`src/rtl/axi_arb_pkg.sv`:
```
// Shared types for the two-requester AXI4 write arbiter.
package axi_arb_pkg;

  localparam int unsigned REQ_W = 1;

  typedef enum logic {
    IDLE  = 1'b0,
    ISSUE = 1'b1
  } aw_state_t;

endpackage

```
`src/rtl/arb_order_fifo.sv`:
```
// Small synchronous FIFO of requester IDs recording grant order.
module arb_order_fifo
  import axi_arb_pkg::*;
#(
  parameter int unsigned DEPTH = 8
) (
  input  logic             clk,
  input  logic             resetn,
  input  logic             push,
  input  logic [REQ_W-1:0] din,
  input  logic             pop,
  output logic [REQ_W-1:0] dout,
  output logic             empty,
  output logic             full
);

  localparam int unsigned PW = (DEPTH > 1) ? $clog2(DEPTH) : 1;
  localparam int unsigned CW = $clog2(DEPTH) + 1;

  logic [REQ_W-1:0] mem [DEPTH];
  logic [PW-1:0]    wptr;
  logic [PW-1:0]    rptr;
  logic [CW-1:0]    count;
  logic             do_push;
  logic             do_pop;

  // full is taken from the registered count, so a pop never frees a slot
  // for a push in the same cycle.
  assign empty   = (count == '0);
  assign full    = (count == CW'(DEPTH));
  assign do_push = push & ~full;
  assign do_pop  = pop & ~empty;
  assign dout    = mem[rptr];

  always_ff @(posedge clk) begin
    if (!resetn) begin
      wptr  <= '0;
      rptr  <= '0;
      count <= '0;
    end else begin
      if (do_push) wptr <= wptr + PW'(1);
      if (do_pop)  rptr <= rptr + PW'(1);
      count <= count + CW'(do_push) - CW'(do_pop);
    end
  end

  always_ff @(posedge clk) begin
    if (do_push) mem[wptr] <= din;
  end

endmodule

```
`src/rtl/axi_wr_arb2.sv`:
```
// Two-to-one AXI4 write arbiter: round-robin AW grant per burst, W and B
// routed in grant order through order FIFOs.
module axi_wr_arb2
  import axi_arb_pkg::*;
#(
  parameter int unsigned DW      = 512,
  parameter int unsigned AW      = 20,
  parameter int unsigned MAX_OUT = 8
) (
  input  logic            clk,
  input  logic            resetn,
  input  logic [AW-1:0]   S0_AWADDR,
  input  logic [7:0]      S0_AWLEN,
  input  logic            S0_AWVALID,
  output logic            S0_AWREADY,
  input  logic [DW-1:0]   S0_WDATA,
  input  logic [DW/8-1:0] S0_WSTRB,
  input  logic            S0_WLAST,
  input  logic            S0_WVALID,
  output logic            S0_WREADY,
  output logic [1:0]      S0_BRESP,
  output logic            S0_BVALID,
  input  logic            S0_BREADY,
  input  logic [AW-1:0]   S1_AWADDR,
  input  logic [7:0]      S1_AWLEN,
  input  logic            S1_AWVALID,
  output logic            S1_AWREADY,
  input  logic [DW-1:0]   S1_WDATA,
  input  logic [DW/8-1:0] S1_WSTRB,
  input  logic            S1_WLAST,
  input  logic            S1_WVALID,
  output logic            S1_WREADY,
  output logic [1:0]      S1_BRESP,
  output logic            S1_BVALID,
  input  logic            S1_BREADY,
  output logic [AW-1:0]   M_AXI_AWADDR,
  output logic [7:0]      M_AXI_AWLEN,
  output logic            M_AXI_AWVALID,
  input  logic            M_AXI_AWREADY,
  output logic [DW-1:0]   M_AXI_WDATA,
  output logic [DW/8-1:0] M_AXI_WSTRB,
  output logic            M_AXI_WLAST,
  output logic            M_AXI_WVALID,
  input  logic            M_AXI_WREADY,
  input  logic [1:0]      M_AXI_BRESP,
  input  logic            M_AXI_BVALID,
  output logic            M_AXI_BREADY
);

  aw_state_t        state;
  aw_state_t        state_nxt;
  logic [REQ_W-1:0] last_grant;
  logic [REQ_W-1:0] gnt_id;
  logic             grant;
  logic [REQ_W-1:0] w_head;
  logic [REQ_W-1:0] b_head;
  logic             wempty, wfull, bempty, bfull;
  logic             w_pop, b_pop;

  always_ff @(posedge clk) begin
    if (!resetn) state <= IDLE;
    else         state <= state_nxt;
  end

  always_comb begin
    state_nxt = state;
    case (state)
      IDLE:    if (grant) state_nxt = ISSUE;
      ISSUE:   if (M_AXI_AWREADY) state_nxt = IDLE;
      default: state_nxt = IDLE;
    endcase
  end

  // Grant depends only on registered state and requester inputs, never on
  // M_AXI_AWREADY.
  always_comb begin
    grant      = 1'b0;
    gnt_id     = '0;
    S0_AWREADY = 1'b0;
    S1_AWREADY = 1'b0;
    if (state == IDLE && resetn && !wfull && !bfull && (S0_AWVALID || S1_AWVALID)) begin
      grant = 1'b1;
      if (S0_AWVALID && S1_AWVALID) gnt_id = ~last_grant;
      else                          gnt_id = S1_AWVALID;
      S0_AWREADY = (gnt_id == 1'b0);
      S1_AWREADY = (gnt_id == 1'b1);
    end
  end

  always_ff @(posedge clk) begin
    if (!resetn) begin
      M_AXI_AWVALID <= 1'b0;
      last_grant    <= 1'b1;
    end else if (grant) begin
      M_AXI_AWVALID <= 1'b1;
      last_grant    <= gnt_id;
    end else if (state == ISSUE && M_AXI_AWREADY) begin
      M_AXI_AWVALID <= 1'b0;
    end
  end

  always_ff @(posedge clk) begin
    if (grant) begin
      M_AXI_AWADDR <= gnt_id ? S1_AWADDR : S0_AWADDR;
      M_AXI_AWLEN  <= gnt_id ? S1_AWLEN  : S0_AWLEN;
    end
  end

  arb_order_fifo #(.DEPTH(MAX_OUT)) u_w_order (
    .clk    (clk),
    .resetn (resetn),
    .push   (grant),
    .din    (gnt_id),
    .pop    (w_pop),
    .dout   (w_head),
    .empty  (wempty),
    .full   (wfull)
  );

  arb_order_fifo #(.DEPTH(MAX_OUT)) u_b_order (
    .clk    (clk),
    .resetn (resetn),
    .push   (grant),
    .din    (gnt_id),
    .pop    (b_pop),
    .dout   (b_head),
    .empty  (bempty),
    .full   (bfull)
  );

  assign M_AXI_WDATA  = w_head ? S1_WDATA : S0_WDATA;
  assign M_AXI_WSTRB  = w_head ? S1_WSTRB : S0_WSTRB;
  assign M_AXI_WLAST  = w_head ? S1_WLAST : S0_WLAST;
  assign M_AXI_WVALID = (w_head ? S1_WVALID : S0_WVALID) & ~wempty;
  assign S0_WREADY    = M_AXI_WREADY & ~wempty & (w_head == 1'b0);
  assign S1_WREADY    = M_AXI_WREADY & ~wempty & (w_head == 1'b1);
  assign w_pop        = M_AXI_WVALID & M_AXI_WREADY & M_AXI_WLAST;

  // A response arriving with nothing outstanding is left unacknowledged.
  assign S0_BRESP     = M_AXI_BRESP;
  assign S1_BRESP     = M_AXI_BRESP;
  assign S0_BVALID    = M_AXI_BVALID & ~bempty & (b_head == 1'b0);
  assign S1_BVALID    = M_AXI_BVALID & ~bempty & (b_head == 1'b1);
  assign M_AXI_BREADY = (b_head ? S1_BREADY : S0_BREADY) & ~bempty;
  assign b_pop        = M_AXI_BVALID & M_AXI_BREADY;

endmodule

```
`config.mk`:
```
export PLATFORM = sky130hd
export DESIGN_NAME = axi_wr_arb2
export DESIGN_NICKNAME = d
export VERILOG_FILES = /design/src/rtl/axi_arb_pkg.sv /design/src/rtl/arb_order_fifo.sv /design/src/rtl/axi_wr_arb2.sv
export SDC_FILE = /design/constraint.sdc
export NUM_CORES = 1
export LEC_CHECK = 0
export CORE_AREA = 2 2 717 719
export DETAILED_ROUTE_END_ITERATION = 12
export DIE_AREA = 0 0 719 721
export PLACE_DENSITY = 0.3
export SLEW_MARGIN = 10
export SYNTH_ARGS = -nofsm -noshare
export SYNTH_HDL_FRONTEND = slang
export SYNTH_SLANG_ARGS = --single-unit
```
`constraint.sdc`:
```
create_clock -name clk -period 2.7 [get_ports clk]
set_input_delay 0.54 -clock clk [delete_from_list [all_inputs] [get_ports clk]]
set_output_delay 0.54 -clock clk [all_outputs]
set_load 0.02 [all_outputs]
```
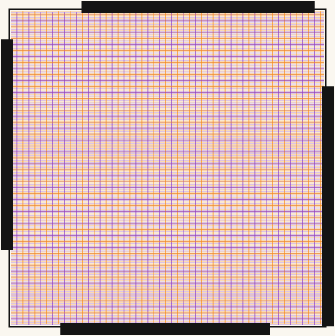
(supply network)
Pins as bars on the die edge.
Key: VSS = purple; VDD = orange
264 met1 rails follow the rows. 52 straps on met5. 52 straps on met4.
total core area: 511000 um^2
die y size: 721 um
horizontal die size: 719 um
worst vdd rail ir drop: 0.4662 mV

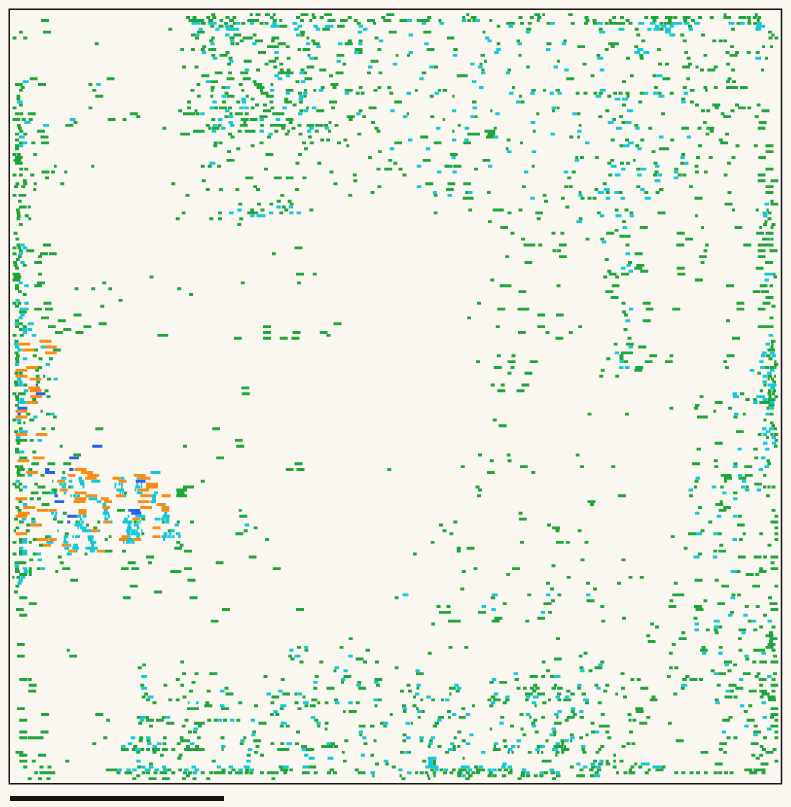
(placement by cell class)
Bar = 200 um.
Key: clock drivers and dummy loads = blue [cells 16, share of their area 0.87%]; all other logic = cyan [cells 772, share of their area 23%]; other buffers and delay cells = green [cells 2091, share of their area 70%]; flip-flops = orange [cells 73, share of their area 5.4%]

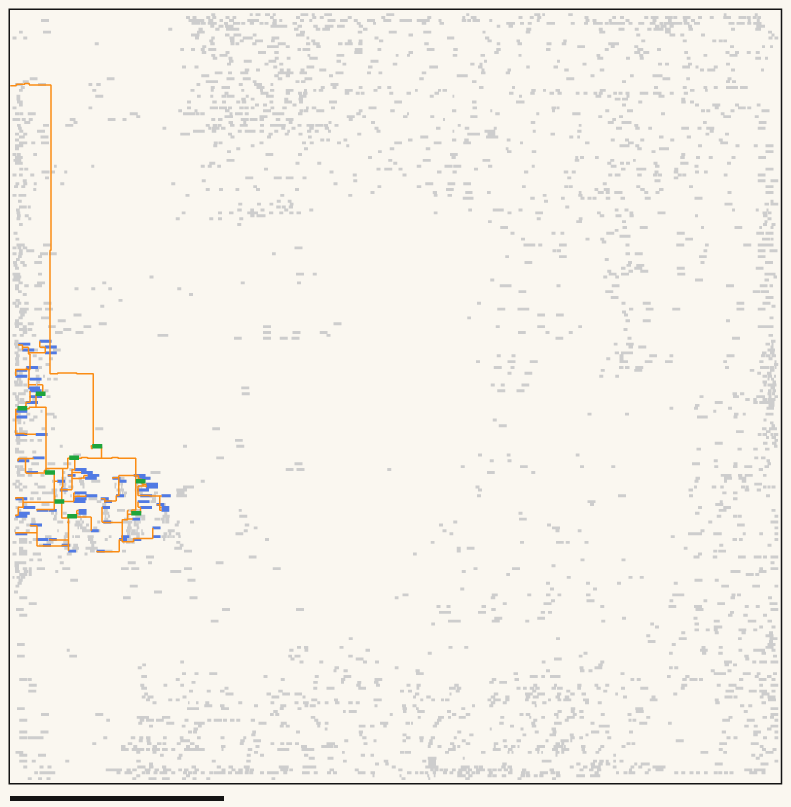
(routed clock nets over the placement)
Bar = 200 um.
Key: clock wires = orange [length 1740 um]; cells driving clock nets = green [count 9]; flip-flops = blue [count 73]
There are 10 routed clock nets.

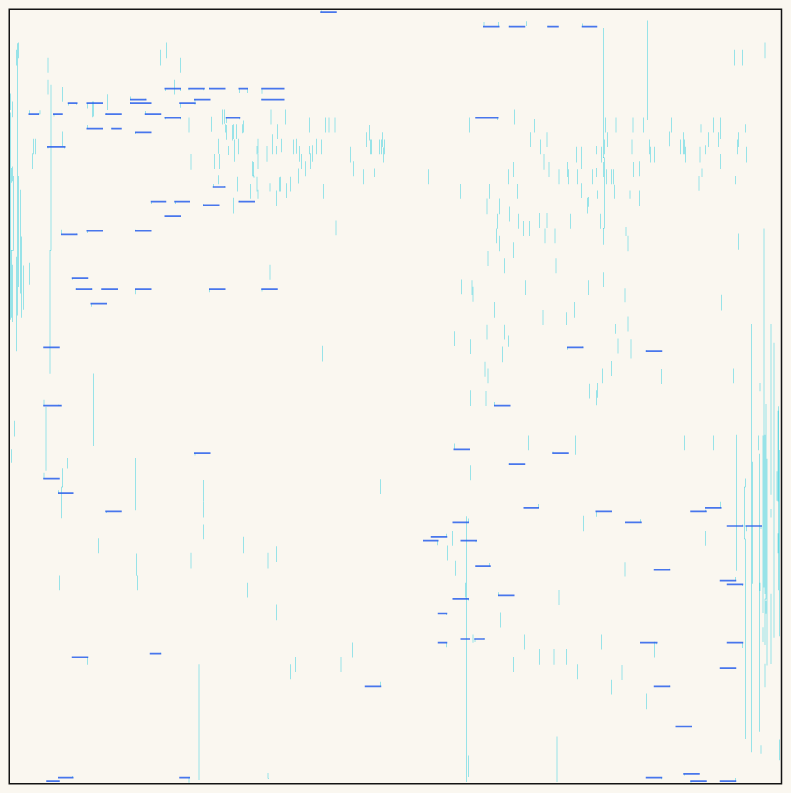
(metal layers overlaid)
Two of the layers only.
Key: met4 = cyan [wire length 9380 um]; met5 = blue [wire length 1210 um]

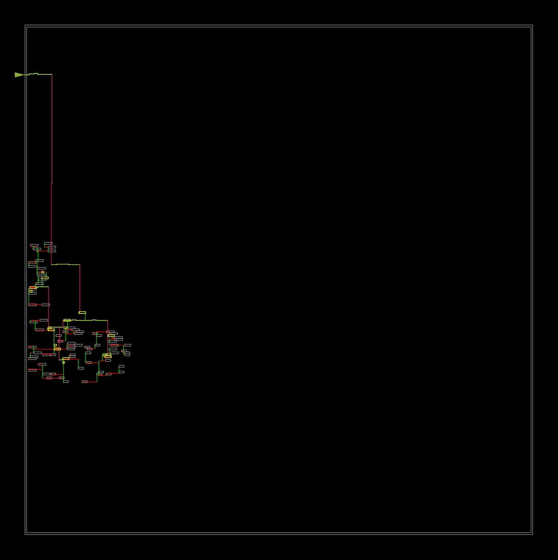
(clock nets)
Power Clock: 1310 uW
skew final: 0.01303 ns

==> results.ini <==
[run_status]
run_status = complete, but fails checks
failing_checks = negative setup slack

[power_and_ir_drop]
netSwitchingFraction_pct = 49.29
p_int_uw = 12530
total_power_uw = 24720
power.density_nw_per_um2 = 558.6
p_comb_share_pct = 88.6

[placement]
gp_routability_congestion = 1.184

[finish]
nets = 4188
layout.clock.cell_area_share_pct = 0.6984
final-nonclk-buf-share_pct = 56.50
flow.area_growth_from_synthesis_pct = 332.5
nonClockInverterCount = 22
flops = 73
comb_cells = 750
clkbuf_count = 9

[worst_setup_path]
critical-path-slowest-cell = sky130_fd_sc_hd__mux4_4
cp_max_fo = 19
critPathMostFrequentCell = sky130_fd_sc_hd__buf_12

[final_timing]
final_count_of_negative_setup_slack_endpoints = 590
final_hold_viol_count = 0
worst_path_setup_slack_after_routing_ns = -0.7839
finalHoldWorstSlack_ns = 0.4725

[logic_synthesis]
synthesis.area_um2 = 10230
area_share_of_the_leading_cell_type_in_the_synthesized_netlist_pct = 61.30
synthesized_net_count = 2163
ys.flop_type = sky130_fd_sc_hd__edfxtp_1
synthAdderAreaFrac_pct = 2.348

[routing]
drt_pass1_iterations = 5
met3WireLength_um = 51120
number_of_drc_violations_after_detailed_routing_iteration_0 = 1136

[clock_network]
cts_post_setup_buffers_inserted = 9
worstSkewPairLatency_ns = 0.36

[hold_path]
min-delay-path-class = register to register

[grt]
global_route.usage.met1_pct = 20.47

==> power by group through the flow <==
| stage | registers (uW) | logic, uW | clock network (uW) |
|---|---|---|---|
| floorplan | 1620 | 6490 | 0 |
| CTS | 1520 | 21500 | 1360 |
| detailed placement | 1540 | 21400 | 0 |
| finish | 1510 | 21900 | 1310 |
| global route | 1540 | 22900 | 1400 |
| global placement | 1530 | 21500 | 0 |
==> metrics by stage <==
step	setup WS, ns	area, um^2	util [%]
after global routing	-0.8349	44000	8.610
after detailed placement	-0.6492	42620	8.340
final	-0.7839	44250	8.659
after floorplan	0.01586	10290	-
after CTS	-0.8690	43060	8.425
after global placement	-0.7004	42620	8.340
==> critical path: cells and delay by family (launching register included) <==
family,cells,cell delay [ns]
DFF,1,0.37
buffers and inverters,4,0.79
muxes,3,1.26
No activity file was given, so power comes from the tool's default toggle rates.
